--- config.mk ---
export PLATFORM = sky130hd
export DESIGN_NAME = core_ecc_enc
export DESIGN_NICKNAME = d
export VERILOG_FILES = /design/src/rtl/core_ecc_enc.sv
export SDC_FILE = /design/constraint.sdc
export NUM_CORES = 1
export LEC_CHECK = 0
export ABC_AREA = 1
export ABC_CLOCK_PERIOD_IN_PS = 2000
export CAP_MARGIN = 40
export CORE_ASPECT_RATIO = 0.5
export CORE_MARGIN = 5
export CORE_UTILIZATION = 30
export DETAILED_ROUTE_END_ITERATION = 16
export GPL_ROUTABILITY_DRIVEN = 0
export HOLD_SLACK_MARGIN = 0.1
export RECOVER_POWER = 25
export SKIP_LAST_GASP = 1
export SLEW_MARGIN = 0
export SYNTH_ARGS = -nofsm -noshare
export SYNTH_HDL_FRONTEND = slang
export SYNTH_SLANG_ARGS = --single-unit
--- constraint.sdc ---
create_clock -name clk -period 2 [get_ports clk]
set_input_delay 0.2 -clock clk [delete_from_list [all_inputs] [get_ports clk]]
set_output_delay 0.2 -clock clk [all_outputs]
set_load 0.05 [all_outputs]
--- src/rtl/core_ecc_enc.sv ---
// rtl/core_ecc_enc.sv - Hamming(7,4) transmit encoder with output FIFO and fault injection
module core_ecc_enc #(
  parameter int FIFO_DEPTH = 2,
  parameter int CNT_W      = 8
) (
  input  logic             clk,
  input  logic             rst_n,
  input  logic             in_valid,
  output logic             in_ready,
  input  logic [3:0]       in_dest,
  input  logic [3:0]       in_data,
  input  logic [2:0]       inj_pos,
  output logic             out_valid,
  input  logic             out_ready,
  output logic [10:0]      out_pkt,
  output logic [CNT_W-1:0] pkt_cnt
);

  localparam int PW = (FIFO_DEPTH > 1) ? $clog2(FIFO_DEPTH) : 1;
  localparam int OW = $clog2(FIFO_DEPTH) + 1;
  localparam logic [PW-1:0] LAST_PTR = PW'(FIFO_DEPTH - 1);
  localparam logic [OW-1:0] FULL_OCC = OW'(FIFO_DEPTH);

  logic [10:0]   mem [FIFO_DEPTH];
  logic [PW-1:0] wr_ptr;
  logic [PW-1:0] rd_ptr;
  logic [OW-1:0] occ;
  logic          run;
  logic          push;
  logic          pop;
  logic [6:0]    cw;
  logic [6:0]    flip;
  logic [10:0]   pkt_new;

  // cw = {d3, d2, d1, p4, d0, p2, p1}
  always_comb begin
    cw[0] = in_data[0] ^ in_data[1] ^ in_data[3];
    cw[1] = in_data[0] ^ in_data[2] ^ in_data[3];
    cw[2] = in_data[0];
    cw[3] = in_data[1] ^ in_data[2] ^ in_data[3];
    cw[4] = in_data[1];
    cw[5] = in_data[2];
    cw[6] = in_data[3];
    flip  = (inj_pos == 3'd0) ? 7'd0 : (7'd1 << (inj_pos - 3'd1));
    pkt_new = {in_dest, cw ^ flip};
  end

  // run holds in_ready low until the first edge after reset release
  assign in_ready  = run && (occ < FULL_OCC);
  assign out_valid = (occ != '0);
  assign out_pkt   = out_valid ? mem[rd_ptr] : 11'd0;
  assign push      = in_valid && in_ready;
  assign pop       = out_valid && out_ready;

  always_ff @(posedge clk) begin
    if (push) mem[wr_ptr] <= pkt_new;
  end

  always_ff @(posedge clk or negedge rst_n) begin
    if (!rst_n) begin
      run     <= 1'b0;
      wr_ptr  <= '0;
      rd_ptr  <= '0;
      occ     <= '0;
      pkt_cnt <= '0;
    end else begin
      run <= 1'b1;
      if (push) wr_ptr <= (wr_ptr == LAST_PTR) ? '0 : wr_ptr + 1'b1;
      if (pop) begin
        rd_ptr  <= (rd_ptr == LAST_PTR) ? '0 : rd_ptr + 1'b1;
        pkt_cnt <= pkt_cnt + 1'b1;
      end
      if (push && !pop)      occ <= occ + 1'b1;
      else if (pop && !push) occ <= occ - 1'b1;
    end
  end

endmodule
==> flow.log, run 1 <==
[flow] final metrics
INFO  metric run_status = finished clean
INFO  metric top_register = mem
INFO  metric die-width = 116 µm
INFO  metric die_area = 7280 µm²
INFO  metric max_slew_headroom = 59.2%
INFO  metric worst-slew-pin-transition = 0.610 ns
INFO  metric finalClockPeriodUsage = 92.8%
INFO  metric grt_pass1_wl = 5740 µm
INFO  metric signal_buffers = 40
INFO  metric power.ir.vdd_worst = 0.521 mV
INFO  metric core = 5440 µm²
INFO  metric biggest_area_class = sequential cells
INFO  metric launching_point_of_the_worst_reg2reg_path = occ[1]
INFO  metric num_rows = 19
INFO  metric mux_cell_area_share_after_synthesis = 0%
INFO  metric path_delay_family = buffers and inverters
INFO  metric first_global_vias = 1274
INFO  metric clock-sinks = 35
INFO  metric share_of_power_burned_in_the_clock_network = 13.7%
INFO  metric seqCellArea = 986 µm²
INFO  metric grt_remaining_overflow = 0
INFO  metric synth_cells = 179
INFO  metric ctsLongestPathBuffers = 2
INFO  metric global_routing_met3_resource_utilization = 3.00%
INFO  metric firstDrtPassIters = 4
INFO  metric timing.final.max_slew_violations = 0
INFO  metric worst_hold_path_type = in -> async
INFO  metric dp_hpwl = 2560 µm
INFO  metric placement_stage_worst_setup_slack = 0.371 ns
INFO  metric yosys-dominant-comb-family = simple AND/OR/NAND/NOR gates
INFO  metric fin_cells = 296
INFO  metric cpMaxStageDelayCell = clkdlybuf4s50_1
INFO  metric met3_length = 115 µm
INFO  metric path_depth = 2
INFO  metric antenna_found_initial = 0
INFO  metric ys_top_cells_by_count = nand2_1, inv_1, edfxtp_1
INFO  metric hold_buffers = 0
INFO  metric edf_count = 22
INFO  metric seq_power_share = 27.9%
INFO  metric synthesis.area_per_instance = 9.37 µm²
INFO  metric tapcell.inserted = 73
INFO  metric mostFrequentLayoutCells = nand2_1, inv_1, edfxtp_1
INFO  metric openroad.warnings = 26
INFO  metric numPortBuffers = 35
INFO  metric timing.critical_path.to = in_ready
INFO  metric finalCriticalPeriod = 1.86 ns
INFO  metric registers_with_the_most_flip_flops = mem: 22 flops, pkt_cnt: 8 flops, occ: 2 flops
INFO  metric non_clock_buffer_area_share = 21.3%
INFO  metric power.largest_group = combinational cells
INFO  metric internal_power = 2.05 mW
INFO  metric globalRoute.busiestLayer = met2
INFO  metric mappedNetlistNets = 196
INFO  metric drt-wirelength-per-cell = 11.6 µm
INFO  metric synth.cellmix.adderShare = 1.49%
INFO  metric netlist-cell-type-count = 20
INFO  metric maximum_number_of_pins_on_one_net_before_global_route_repair = 14
INFO  metric cap_violations = 0
INFO  metric cp_startpoint_kind = flip-flop
INFO  metric drt-met1-wl = 1470 µm
INFO  metric pwr.group.sequential = 1.05 mW
INFO  metric max_ffs_per_register = 22
INFO  metric crit_arrival = 1.66 ns
INFO  metric wl_met2 = 1820 µm
INFO  metric grt_util_met2 = 18.6%
INFO  metric floorplan.die.height = 62.9 µm
INFO  metric worstPathCellList = nor2_2 > clkdlybuf4s50_1
INFO  metric number_of_non_clock_inverters = 24
INFO  metric detailed_place.area = 2240 µm²
### Met1 routing, run 1

Supply wires on this layer in gray.
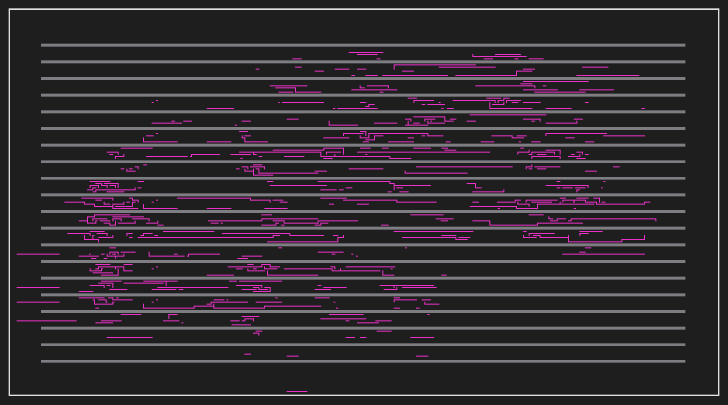
longest straight run: 22.1 µm
main direction: horizontal
met1 track demand over resource: 10.9%
overall via count from detail_route: 1279
final wirelength: 3440 µm

### Gate-type map, run 1

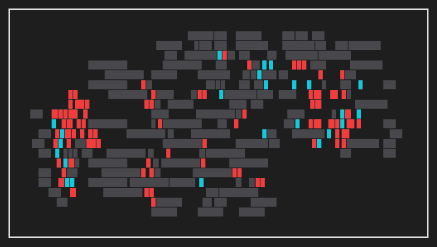
| color | family | cells | most used |
|---|---|---|---|
| red | NAND gates | 76 | nand2_1 |
| cyan | inverters | 24 | inv_1 |

### Clock nets, run 1

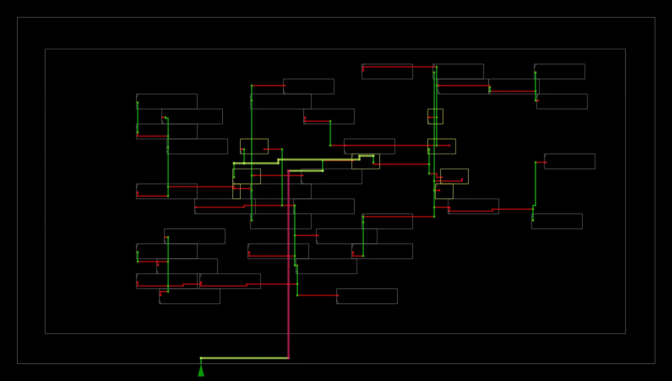
power in the clock group: 517 µW
number of buffers created by CTS: 5
final-layout clock buffer total: 5
registers: 35
Worst Skew: 0.00810 ns

### Supply network, run 1

Pins as bars on the die edge.
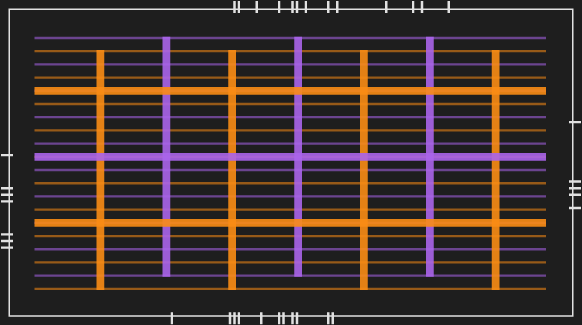
| color | net |
|---|---|
| purple | VDD |
| orange | VSS |
signal pins: 36
rows: 19
met4 straps: 7
met1 rails: 20
met5 straps: 3

--- run 2 (diff from run 1) ---
--- a/config.mk
+++ b/config.mk
@@ -11,8 +11,8 @@
 export CORE_ASPECT_RATIO = 0.5
 export CORE_MARGIN = 5
 export CORE_UTILIZATION = 30
+export CTS_CLUSTER_SIZE = 40
 export DETAILED_ROUTE_END_ITERATION = 16
-export GPL_ROUTABILITY_DRIVEN = 0
 export HOLD_SLACK_MARGIN = 0.1
 export RECOVER_POWER = 25
 export SKIP_LAST_GASP = 1
### Gate-type map, run 2

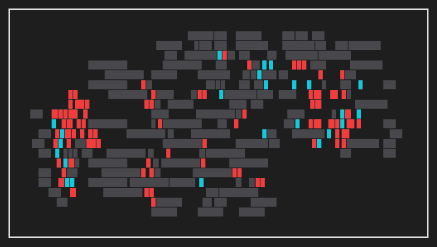
combinational fraction of the cell area: 24.8%
number of standard cells in the final layout excluding fillers: 296
dominant logic cell type in the layout: nand2_1

### Clock nets, run 2

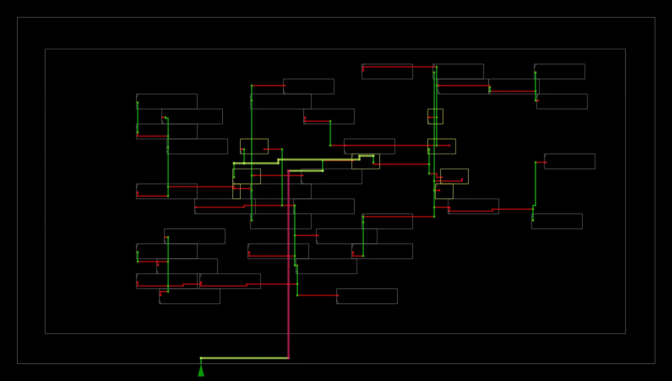
Worst-Skew Late Latency: 0.28 ns
clock net sink count: 35

==> flow.log, run 2 <==
[flow] final metrics
INFO  metric ys_seq_share = 58.8%
INFO  metric drt-wirelength-per-cell = 11.6 µm (unchanged)
INFO  metric netlist-cell-type-count = 20 (unchanged)
INFO  metric tapcell.inserted = 73 (unchanged)
INFO  metric final_layout_clock_buffer_total = 5 (unchanged)
INFO  metric pwr.group.sequential = 1.05 mW (about the same)
INFO  metric share_of_power_burned_in_the_clock_network = 13.7% (about the same)
INFO  metric antenna_found_initial = 0 (unchanged)
INFO  metric ff2ff_setup_slack = 0.57 ns
INFO  metric synth.cellmix.adderShare = 1.49% (unchanged)
INFO  metric numPortBuffers = 35 (unchanged)
INFO  metric max_slew_headroom = 59.2% (unchanged)
INFO  metric mappedNetlistNets = 196 (unchanged)
INFO  metric h-tree-depth = 2
INFO  metric non_clock_buffer_area_share = 21.3% (unchanged)
INFO  metric grt_pass1_wl = 5740 µm (unchanged)
INFO  metric power = 3.77 mW
INFO  metric die_area = 7280 µm² (unchanged)
INFO  metric finalClockPeriodUsage = 92.8% (unchanged)
INFO  metric maximum_number_of_pins_on_one_net_before_global_route_repair = 14 (unchanged)
INFO  metric num_rows = 19 (unchanged)
INFO  metric drt-met1-wl = 1470 µm (unchanged)
INFO  metric worst_hold_path_type = in -> async
INFO  metric launching_point_of_the_worst_reg2reg_path = occ[1]
INFO  metric top_register = mem
INFO  metric detailed_place.area = 2240 µm² (unchanged)
INFO  metric placement_stage_worst_setup_slack = 0.371 ns (unchanged)
INFO  metric registers_with_the_most_flip_flops = mem: 22 flops, pkt_cnt: 8 flops, occ: 2 flops
INFO  metric worst-slew-pin-transition = 0.610 ns (unchanged)
INFO  metric path_depth = 2 (unchanged)
INFO  metric seqCellArea = 986 µm² (unchanged)
INFO  metric dp_hpwl = 2560 µm (unchanged)
INFO  metric number_of_non_clock_inverters = 24 (unchanged)
INFO  metric timing.critical_path.to = in_ready
INFO  metric hold_buffers = 0 (unchanged)
INFO  metric clock_power = 517 µW (about the same)
INFO  metric floorplan.die.height = 62.9 µm (unchanged)
INFO  metric mux_cell_area_share_after_synthesis = 0% (unchanged)
INFO  metric timing.setup.critical_path_class = reg -> out
INFO  metric global_routing_met3_resource_utilization = 3.00% (unchanged)
INFO  metric openroad.warnings = 26 (unchanged)
INFO  metric die-width = 116 µm (unchanged)
INFO  metric grt_remaining_overflow = 0 (unchanged)
INFO  metric first_global_vias = 1274 (unchanged)
INFO  metric globalRoute.busiestLayer = met2
INFO  metric finalCriticalPeriod = 1.86 ns (unchanged)
INFO  metric via_count = 1279 (unchanged)
INFO  metric core = 5440 µm² (unchanged)
INFO  metric ctsLongestPathBuffers = 2 (unchanged)
INFO  metric signal_buffers = 40 (unchanged)
INFO  metric synth_cells = 179 (unchanged)
INFO  metric mostFrequentLayoutCells = nand2_1, inv_1, edfxtp_1
INFO  metric max_ffs_per_register = 22 (unchanged)
INFO  metric grt_use_total = 10.0%
INFO  metric grt_util_met2 = 18.6% (unchanged)
INFO  metric seq_cell_count = 35 (unchanged)
INFO  metric met3_length = 115 µm (unchanged)
INFO  metric power.ir.vdd_worst = 0.521 mV (unchanged)
INFO  metric biggest_area_class = sequential cells
INFO  metric crit_arrival = 1.66 ns (about the same)
INFO  metric power.largest_group = combinational cells
INFO  metric fin_ws = 0.144 ns
INFO  metric routed_wl = 3440 µm (unchanged)
INFO  metric synthesis.area_per_instance = 9.37 µm² (unchanged)
INFO  metric cap_violations = 0 (unchanged)
INFO  metric cpMaxStageDelayCell = clkdlybuf4s50_1
INFO  metric firstDrtPassIters = 4 (unchanged)
INFO  metric cp_startpoint_kind = flip-flop
INFO  metric seq_power_share = 27.9% (about the same)
INFO  metric ys_top_cells_by_count = nand2_1, inv_1, edfxtp_1
INFO  metric run_status = finished clean
INFO  metric cts_inserted_buffers = 5 (unchanged)
INFO  metric met1_track_demand_over_resource = 10.9% (unchanged)
INFO  metric timing.clock.skew = 0.00810 ns (unchanged)
INFO  metric internal_power = 2.05 mW (unchanged)
INFO  metric edf_count = 22 (unchanged)
INFO  metric wl_met2 = 1820 µm (unchanged)
INFO  metric worstPathCellList = nor2_2 > clkdlybuf4s50_1
INFO  metric yosys-dominant-comb-family = simple AND/OR/NAND/NOR gates
INFO  metric post_cts_resize_count = 0
INFO  metric timing.final.max_slew_violations = 0 (unchanged)
INFO  metric path_delay_family = buffers and inverters
INFO  metric synth-warning-count = 0
### Met1 routing, run 2

Supply wires on this layer in gray.
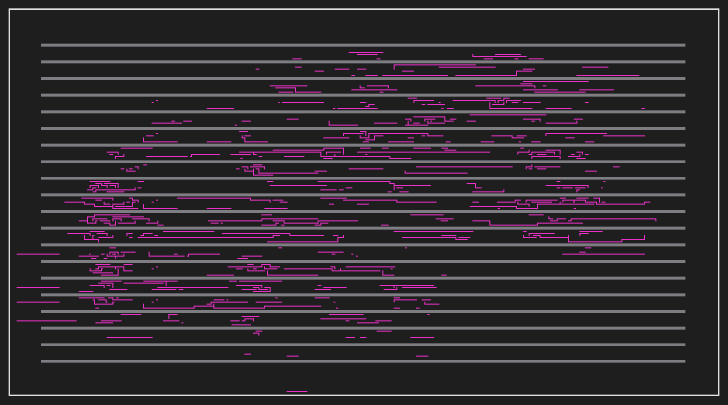
nets with wire on the layer: 211
longest straight run: 22.1 µm

Power is estimated from default activity; no workload was simulated.
